## src/rtl/audio_player_ctrl.sv

```systemverilog
// Playback controller: debounced buttons/switches, play/pause FSM, wrap-around track select, mm:ss timer, 7-seg drive.
// Button events act DEBOUNCE_CYCLES+3 cycles after a raw edge; track_end acts next cycle; no backpressure (all inputs are levels/pulses).
module audio_player_ctrl #(
  parameter int CLK_HZ          = 50000000,
  parameter int NUM_TRACKS      = 8,
  parameter int TRACK_W         = 3,
  parameter int DEBOUNCE_CYCLES = 1000000,
  parameter int RESTART_SEC     = 3,
  parameter int SEG_ACTIVE_LOW  = 1
) (
  input  logic               clk_clk,
  input  logic               reset_reset_n,
  input  logic               anterior_sw,
  input  logic               siguiente_sw,
  input  logic               pausa_sw,
  input  logic [1:0]         filt_sw,
  input  logic               track_end,
  output logic [TRACK_W-1:0] track,
  output logic               playing,
  output logic               track_start,
  output logic [1:0]         filt_mode,
  output logic [6:0]         min1,
  output logic [6:0]         min2,
  output logic [6:0]         seg1,
  output logic [6:0]         seg2
);

  localparam int NIN   = 5;
  localparam int ANT   = 0;
  localparam int SIG   = 1;
  localparam int PAU   = 2;
  localparam int CNT_W = (DEBOUNCE_CYCLES > 1) ? $clog2(DEBOUNCE_CYCLES) : 1;
  localparam int PRE_W = (CLK_HZ > 1) ? $clog2(CLK_HZ) : 1;
  localparam logic [NIN-1:0] REL_LVL = 5'b00111;

  typedef enum logic {ST_PAUSE, ST_PLAY} state_t;

  function automatic logic [6:0] seg_dec(input logic [3:0] d);
    logic [6:0] p;
    case (d)
      4'd0:    p = 7'h3F;
      4'd1:    p = 7'h06;
      4'd2:    p = 7'h5B;
      4'd3:    p = 7'h4F;
      4'd4:    p = 7'h66;
      4'd5:    p = 7'h6D;
      4'd6:    p = 7'h7D;
      4'd7:    p = 7'h07;
      4'd8:    p = 7'h7F;
      4'd9:    p = 7'h6F;
      default: p = 7'h3F;
    endcase
    return (SEG_ACTIVE_LOW != 0) ? ~p : p;
  endfunction

  logic [NIN-1:0] raw_w;
  logic [NIN-1:0] sync1_q, sync2_q, db_q, db_d;
  logic [CNT_W-1:0] cnt_q [NIN];
  logic [CNT_W-1:0] cnt_d [NIN];
  logic [2:0]     ev_q, ev_d;

  assign raw_w = {filt_sw[1], filt_sw[0], pausa_sw, siguiente_sw, anterior_sw};

  // A differing sample extends the run; a matching one (bounce) restarts it.
  always_comb begin
    db_d = db_q;
    for (int i = 0; i < NIN; i++) begin
      cnt_d[i] = '0;
      if (sync2_q[i] != db_q[i]) begin
        if (cnt_q[i] == CNT_W'(DEBOUNCE_CYCLES - 1)) db_d[i] = sync2_q[i];
        else                                         cnt_d[i] = cnt_q[i] + CNT_W'(1);
      end
    end
    ev_d = db_q[2:0] & ~db_d[2:0];
  end

  always_ff @(posedge clk_clk or negedge reset_reset_n) begin
    if (!reset_reset_n) begin
      sync1_q <= REL_LVL;
      sync2_q <= REL_LVL;
      db_q    <= REL_LVL;
      ev_q    <= '0;
      for (int i = 0; i < NIN; i++) cnt_q[i] <= '0;
    end else begin
      sync1_q <= raw_w;
      sync2_q <= sync1_q;
      db_q    <= db_d;
      ev_q    <= ev_d;
      for (int i = 0; i < NIN; i++) cnt_q[i] <= cnt_d[i];
    end
  end

  state_t             state_q, state_d;
  logic [TRACK_W-1:0] track_q, track_d;
  logic               start_q, start_d;
  logic [PRE_W-1:0]   presc_q, presc_d;
  logic [3:0]         sec_u_q, sec_u_d, sec_t_q, sec_t_d;
  logic [3:0]         min_u_q, min_u_d, min_t_q, min_t_d;
  logic [6:0]         min1_q, min2_q, seg1_q, seg2_q;
  logic [13:0]        elapsed_s;
  logic               adv, back, saturated;

  assign elapsed_s = 14'(min_t_q) * 14'd600 + 14'(min_u_q) * 14'd60
                   + 14'(sec_t_q) * 14'd10 + 14'(sec_u_q);
  assign adv       = ev_q[SIG] | (track_end & (state_q == ST_PLAY));
  assign back      = ev_q[ANT];
  assign saturated = (min_t_q == 4'd9) && (min_u_q == 4'd9) && (sec_t_q == 4'd5) && (sec_u_q == 4'd9);

  always_comb begin
    state_d = state_q;
    track_d = track_q;
    start_d = 1'b0;
    presc_d = presc_q;
    sec_u_d = sec_u_q;
    sec_t_d = sec_t_q;
    min_u_d = min_u_q;
    min_t_d = min_t_q;

    if (ev_q[PAU]) state_d = (state_q == ST_PLAY) ? ST_PAUSE : ST_PLAY;

    if (adv || back) begin
      start_d = 1'b1;
      presc_d = '0;
      sec_u_d = '0;
      sec_t_d = '0;
      min_u_d = '0;
      min_t_d = '0;
      if (adv) begin
        track_d = (track_q == TRACK_W'(NUM_TRACKS - 1)) ? '0 : track_q + TRACK_W'(1);
      end else if (elapsed_s < 14'(RESTART_SEC)) begin
        track_d = (track_q == '0) ? TRACK_W'(NUM_TRACKS - 1) : track_q - TRACK_W'(1);
      end
    end else if (state_q == ST_PLAY) begin
      if (presc_q == PRE_W'(CLK_HZ - 1)) begin
        presc_d = '0;
        if (!saturated) begin
          if (sec_u_q != 4'd9) sec_u_d = sec_u_q + 4'd1;
          else begin
            sec_u_d = '0;
            if (sec_t_q != 4'd5) sec_t_d = sec_t_q + 4'd1;
            else begin
              sec_t_d = '0;
              if (min_u_q != 4'd9) min_u_d = min_u_q + 4'd1;
              else begin
                min_u_d = '0;
                min_t_d = min_t_q + 4'd1;
              end
            end
          end
        end
      end else begin
        presc_d = presc_q + PRE_W'(1);
      end
    end
  end

  always_ff @(posedge clk_clk or negedge reset_reset_n) begin
    if (!reset_reset_n) begin
      state_q <= ST_PAUSE;
      track_q <= '0;
      start_q <= 1'b0;
      presc_q <= '0;
      sec_u_q <= '0;
      sec_t_q <= '0;
      min_u_q <= '0;
      min_t_q <= '0;
      min1_q  <= seg_dec(4'd0);
      min2_q  <= seg_dec(4'd0);
      seg1_q  <= seg_dec(4'd0);
      seg2_q  <= seg_dec(4'd0);
    end else begin
      state_q <= state_d;
      track_q <= track_d;
      start_q <= start_d;
      presc_q <= presc_d;
      sec_u_q <= sec_u_d;
      sec_t_q <= sec_t_d;
      min_u_q <= min_u_d;
      min_t_q <= min_t_d;
      min1_q  <= seg_dec(min_t_q);
      min2_q  <= seg_dec(min_u_q);
      seg1_q  <= seg_dec(sec_t_q);
      seg2_q  <= seg_dec(sec_u_q);
    end
  end

  assign track       = track_q;
  assign playing     = (state_q == ST_PLAY);
  assign track_start = start_q;
  assign filt_mode   = db_q[4:3];
  assign min1        = min1_q;
  assign min2        = min2_q;
  assign seg1        = seg1_q;
  assign seg2        = seg2_q;

endmodule

```

## config.mk

```make
export PLATFORM = sky130hd
export DESIGN_NAME = audio_player_ctrl
export DESIGN_NICKNAME = d
export VERILOG_FILES = /design/src/rtl/audio_player_ctrl.sv
export SDC_FILE = /design/constraint.sdc
export NUM_CORES = 1
export LEC_CHECK = 0
export CORE_MARGIN = 4
export CORE_UTILIZATION = 25
export DETAILED_ROUTE_END_ITERATION = 6
export SLEW_MARGIN = 10
export SYNTH_ARGS = -nofsm -noshare
export SYNTH_HDL_FRONTEND = slang
export SYNTH_SLANG_ARGS = --single-unit
```

## constraint.sdc

```tcl
create_clock -name clk_clk -period 13.35 [get_ports clk_clk]
set_input_delay 2.67 -clock clk_clk [delete_from_list [all_inputs] [get_ports clk_clk]]
set_output_delay 2.67 -clock clk_clk [all_outputs]
set_load 0.05 [all_outputs]
```

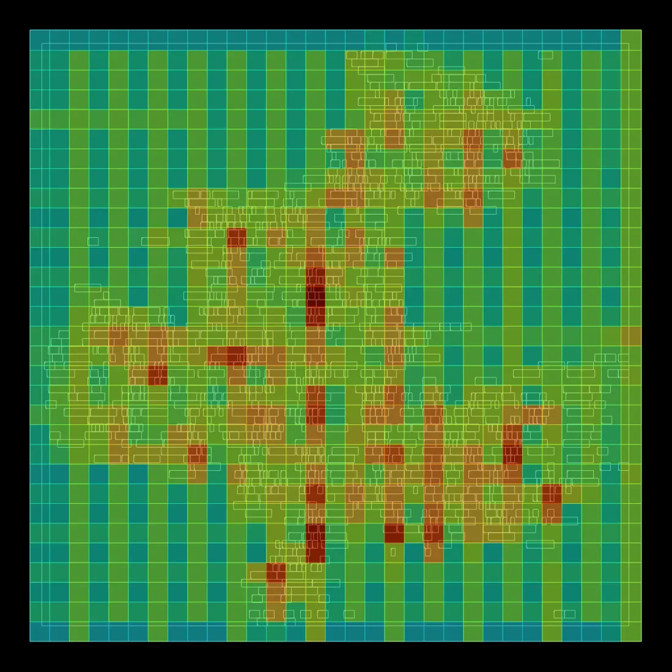
(track usage over the die)
Tot GR Track Use: 0.0942
GR Layer Usage met3: 0.0197

==> Slide: Implementation Results <==
Implementation Results

Run status
  – Outcome: finished clean

Clocking
  – Post-CTS setup buffers: 0
  – Clock Sinks: 193
  – CTS tree: done
  – Clk latency late pin: approximately 0.43 ns
  – Total CTS buffers: 17
  – Clock transition at the registers of the reported paths: 0.07 ns
  – Post-CTS resize count: 0
  – H-tree levels: 4
  – Root buffer cell: clkbuf_16
  – Max Root-Sink Buffers: 2
  – Hold-fix buffers, CTS: 0

Yosys
  – Synth Warn #: 0
  – Post-synth EDFFs: 0
  – Netlist Area Pre-Place: approximately 11000 sq um
  – Gate Count Post-Synth: 1067
  – Cell taking the most area after synthesis: dfrtp_1
  – Register share after synthesis: 0.456
  – Number of synthesized register bits: 193
  – Yosys stat area: roughly 11000 sq um
  – Yosys cell types: approximately 66
  – Area leader share: 0.424
  – Syn nets: approximately 1200
  – Syn_area_per_cell: around 10 sq um
  – Main flop type: dfrtp_1
  – Yosys cell count: 1067
  – Post-synth area hogs: dfrtp_1 42%, ha_1 9.8%, nor2_1 5.8%
  – Top cells by instance count after synthesis: 180 x dfrtp_1, 165 x nor2_1, 83 x ha_1
  – Synth top cell by count: dfrtp_1
  – Asr flop ratio synth: 1.00

Floorplan
  – Core area: roughly 42000 sq um
  – Die Wd: between 200 and 250 microns
  – I/O pin total: 43
  – Height of the die: between 200 and 250 microns
  – Std cell rows: between 70 and 80
  – FP Util: 0.253
  – Chip area: between 40000 and 50000 sq um

Final layout
  – Layout cells sized above 1: 0.0598
  – N_diodes: 0
  – Final nets: approximately 1200
  – Fill cells: 4315
  – Comb area: 5480 sq um
  – Area delta synth->final: 15.0%
  – Reg area: approximately 4800 sq um

Global routing
  – Vias in the first global route: 7566
  – Initial antenna violation count: 0
  – Largest net degree at the start of global routing: ~77
  – Total gr overflow: 0
  – First-pass GRT wire length: approximately 37000 microns

Placement
  – GP Congestion: approximately 0.82
  – PortBufs: 42
  – Post-DP HPWL: ~15000 microns
  – Setup WS pre-CTS: 7.64 ns

Setup path
  – Worst EP arrival: 6.10 ns
  – WS Path Type: flop to flop
  – Critical Path Sink Type: flop
  – CP max FO: 8
  – Worst path required time: roughly 14 ns
  – Critical Path Source Type: flop

Job
  – Max Cap Viol: 0
  – OpenROAD warning count: between 50 and 60

Route
  – DRT iter0 DRCs: 341
  – DRC Markers: 0
  – DRT met1 WL: between 10000 and 15000 microns
  – Wire per inst: ~13 microns
  – Wire length on met3: just over 600 microns
  – Routed wire length: about 21000 microns
  – Vias: 7542
  – DR pass1 iterations: 4
  – WL met2: roughly 10000 microns
  – Max layer used: met4
  – DRT antenna net count: 0
  – Vias per std cell: 4.55

Pwr
  – PD cells: 91.5 nW/um^2
  – Peak supply drop: 96.7 uV
  – Leakage: around 0.0054 uW

STA
  – Tcrit/Tclk final: 0.430
  – Max-slew violations: 0
  – Rel. slew slack: 0.385
  – Slew at the pin closest to its max-slew limit: between 0.9 and 1 ns
  – Final worst path period need: 5.74 ns
  – Final Worst Setup Slack: approximately 7.6 ns
  – Setup TNS: 0 ns
  – Final Hold Viols: 0
  – Fmax: approximately 170 MHz
  – Worst Skew: 0.0101 ns
  – Final setup viols: 0
  – RSZ-0062 raised after global routing: no

Min path
  – HP Class: flop to flop
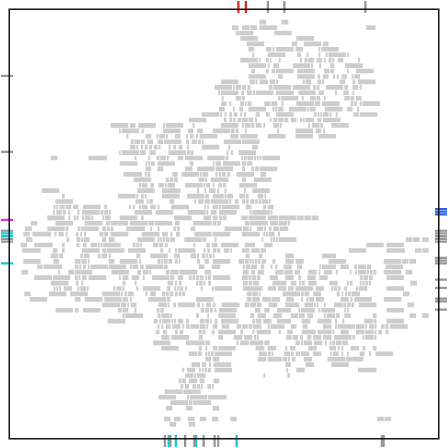
(I/O pins on the die edge)
Pins as bars across the die edge, other pins in grey.
Key: filt_sw = red [pins 2, direction input, edge top]; track_end = magenta [pins 1, direction input, edge left]; seg2 = cyan [pins 7, direction output, edge 4 bottom, 3 left]; track = blue [pins 3, direction output, edge right]
All pins by edge: 16 right, 13 bottom, 9 left, 5 top.

==> logic make-up (layout without fill, tap and decap cells) <==
group	count (synthesis)	in the layout	share of synthesized area
and+or+nand+nor	447	447	0.204
xor gates and xnor gates	122	122	0.101
adders and majority gates	98	98	0.126
muxes	10	10	0.0105
DFF	193	193	0.456
buffers and inverters	77	130	0.0279
AOI/OAI and AO/OA	120	120	0.0747
==> path summary, 6_finish.rpt <==
kind                       cells past startpoint  slack (ns)          start    endpoint
hold reg to reg                                0        0.35     sync1_q[3]  sync2_q[3]
min in group asynchronous                      1        2.18  reset_reset_n   cnt_q[34]
setup / recovery                              19        7.61     min_u_q[0]    track[2]
setup reg to reg                              19        7.61     min_u_q[0]    track[2]
hold / removal                                 0        0.35     sync1_q[3]  sync2_q[3]
max in group asynchronous                      3        9.08  reset_reset_n   cnt_q[54]
==> registers in the layout (all words and copies together), names as in the netlist <==
name         flops
sync1_q          5
presc_q         26
sec_t_q          4
seg2             7
sync2_q          5
min1             7
ev_q             3
min_u_q          4
track_start      1
db_q             5
track            3
playing          1
min2             7
min_t_q          4
cnt_q          100
sec_u_q          4
seg1             7
==> power by group <==
part           leakage, uW  total [uW]  internal, uW  switching [uW]
Sequential         0.00254         595           590            4.43
Clock             0.000273         498           248             249
Combinational      0.00259        25.3          6.50            18.8
==> layout by cell type (no fill, tap or decap), types with 10 or more instances in the layout <==
cell type        count
nand2_1             74
nand4_1             15
xor2_1              62
clkbuf_16           17
or3_1               16
nand3_1             68
dfstp_2             13
dfrtp_1            180
clkdlybuf4s50_1     41
o21ai_0             25
and3_1              43
fa_1                15
nor4_1              10
inv_1               52
a21oi_1             38
xnor2_1             60
ha_1                83
nor3_1              10
nor2_1             165
a21o_1              10
==> area by class of cell <==
| class | instances | share of cell area |
|---|---|---|
| inverter | 54 | 0.0166 |
| multi-input combinational | 797 | 0.449 |
| clock inverter | 15 | 0.0118 |
| timing repair buffer | 44 | 0.0360 |
| tap | 539 | 0.0552 |
| sequential | 193 | 0.397 |
| clock buffer | 17 | 0.0348 |
==> worst max-delay path, stage by stage, from the launching register on <==
cell	delay, ns
dfrtp_1	0.50
fa_1	0.62
inv_1	0.06
fa_1	0.52
inv_1	0.06
ha_1	0.26
a21o_1	0.16
a21oi_1	0.26
xnor2_1	0.19
fa_1	0.46
ha_1	0.30
ha_1	0.35
a21o_1	0.21
and2_1	0.17
or3_1	0.37
a31oi_1	0.19
nor3b_1	0.08
o31ai_2	0.47
mux2_4	0.34
o21ai_2	0.11
==> through the flow <==
stage,total power [uW],std cells,cell area (sq um),hold WS (ns),util
floorplan,615,1067,10600,0.331,-
global placement,632,1627,11600,0.335,0.278
detailed placement,633,1627,11600,0.336,0.278
CTS,1140,1659,12200,0.353,0.291
global route,1170,1659,12200,0.360,0.291
finish,1120,1659,12200,0.350,0.291
==> metal layers <==
layer	track usage	vias to the layer above
li1	-	3719
met1	0.129	3730
met2	0.153	83
met3	0.0197	10
met4	0.0233	0
met5	0	-
No activity file was given, so power comes from the tool's default toggle rates.
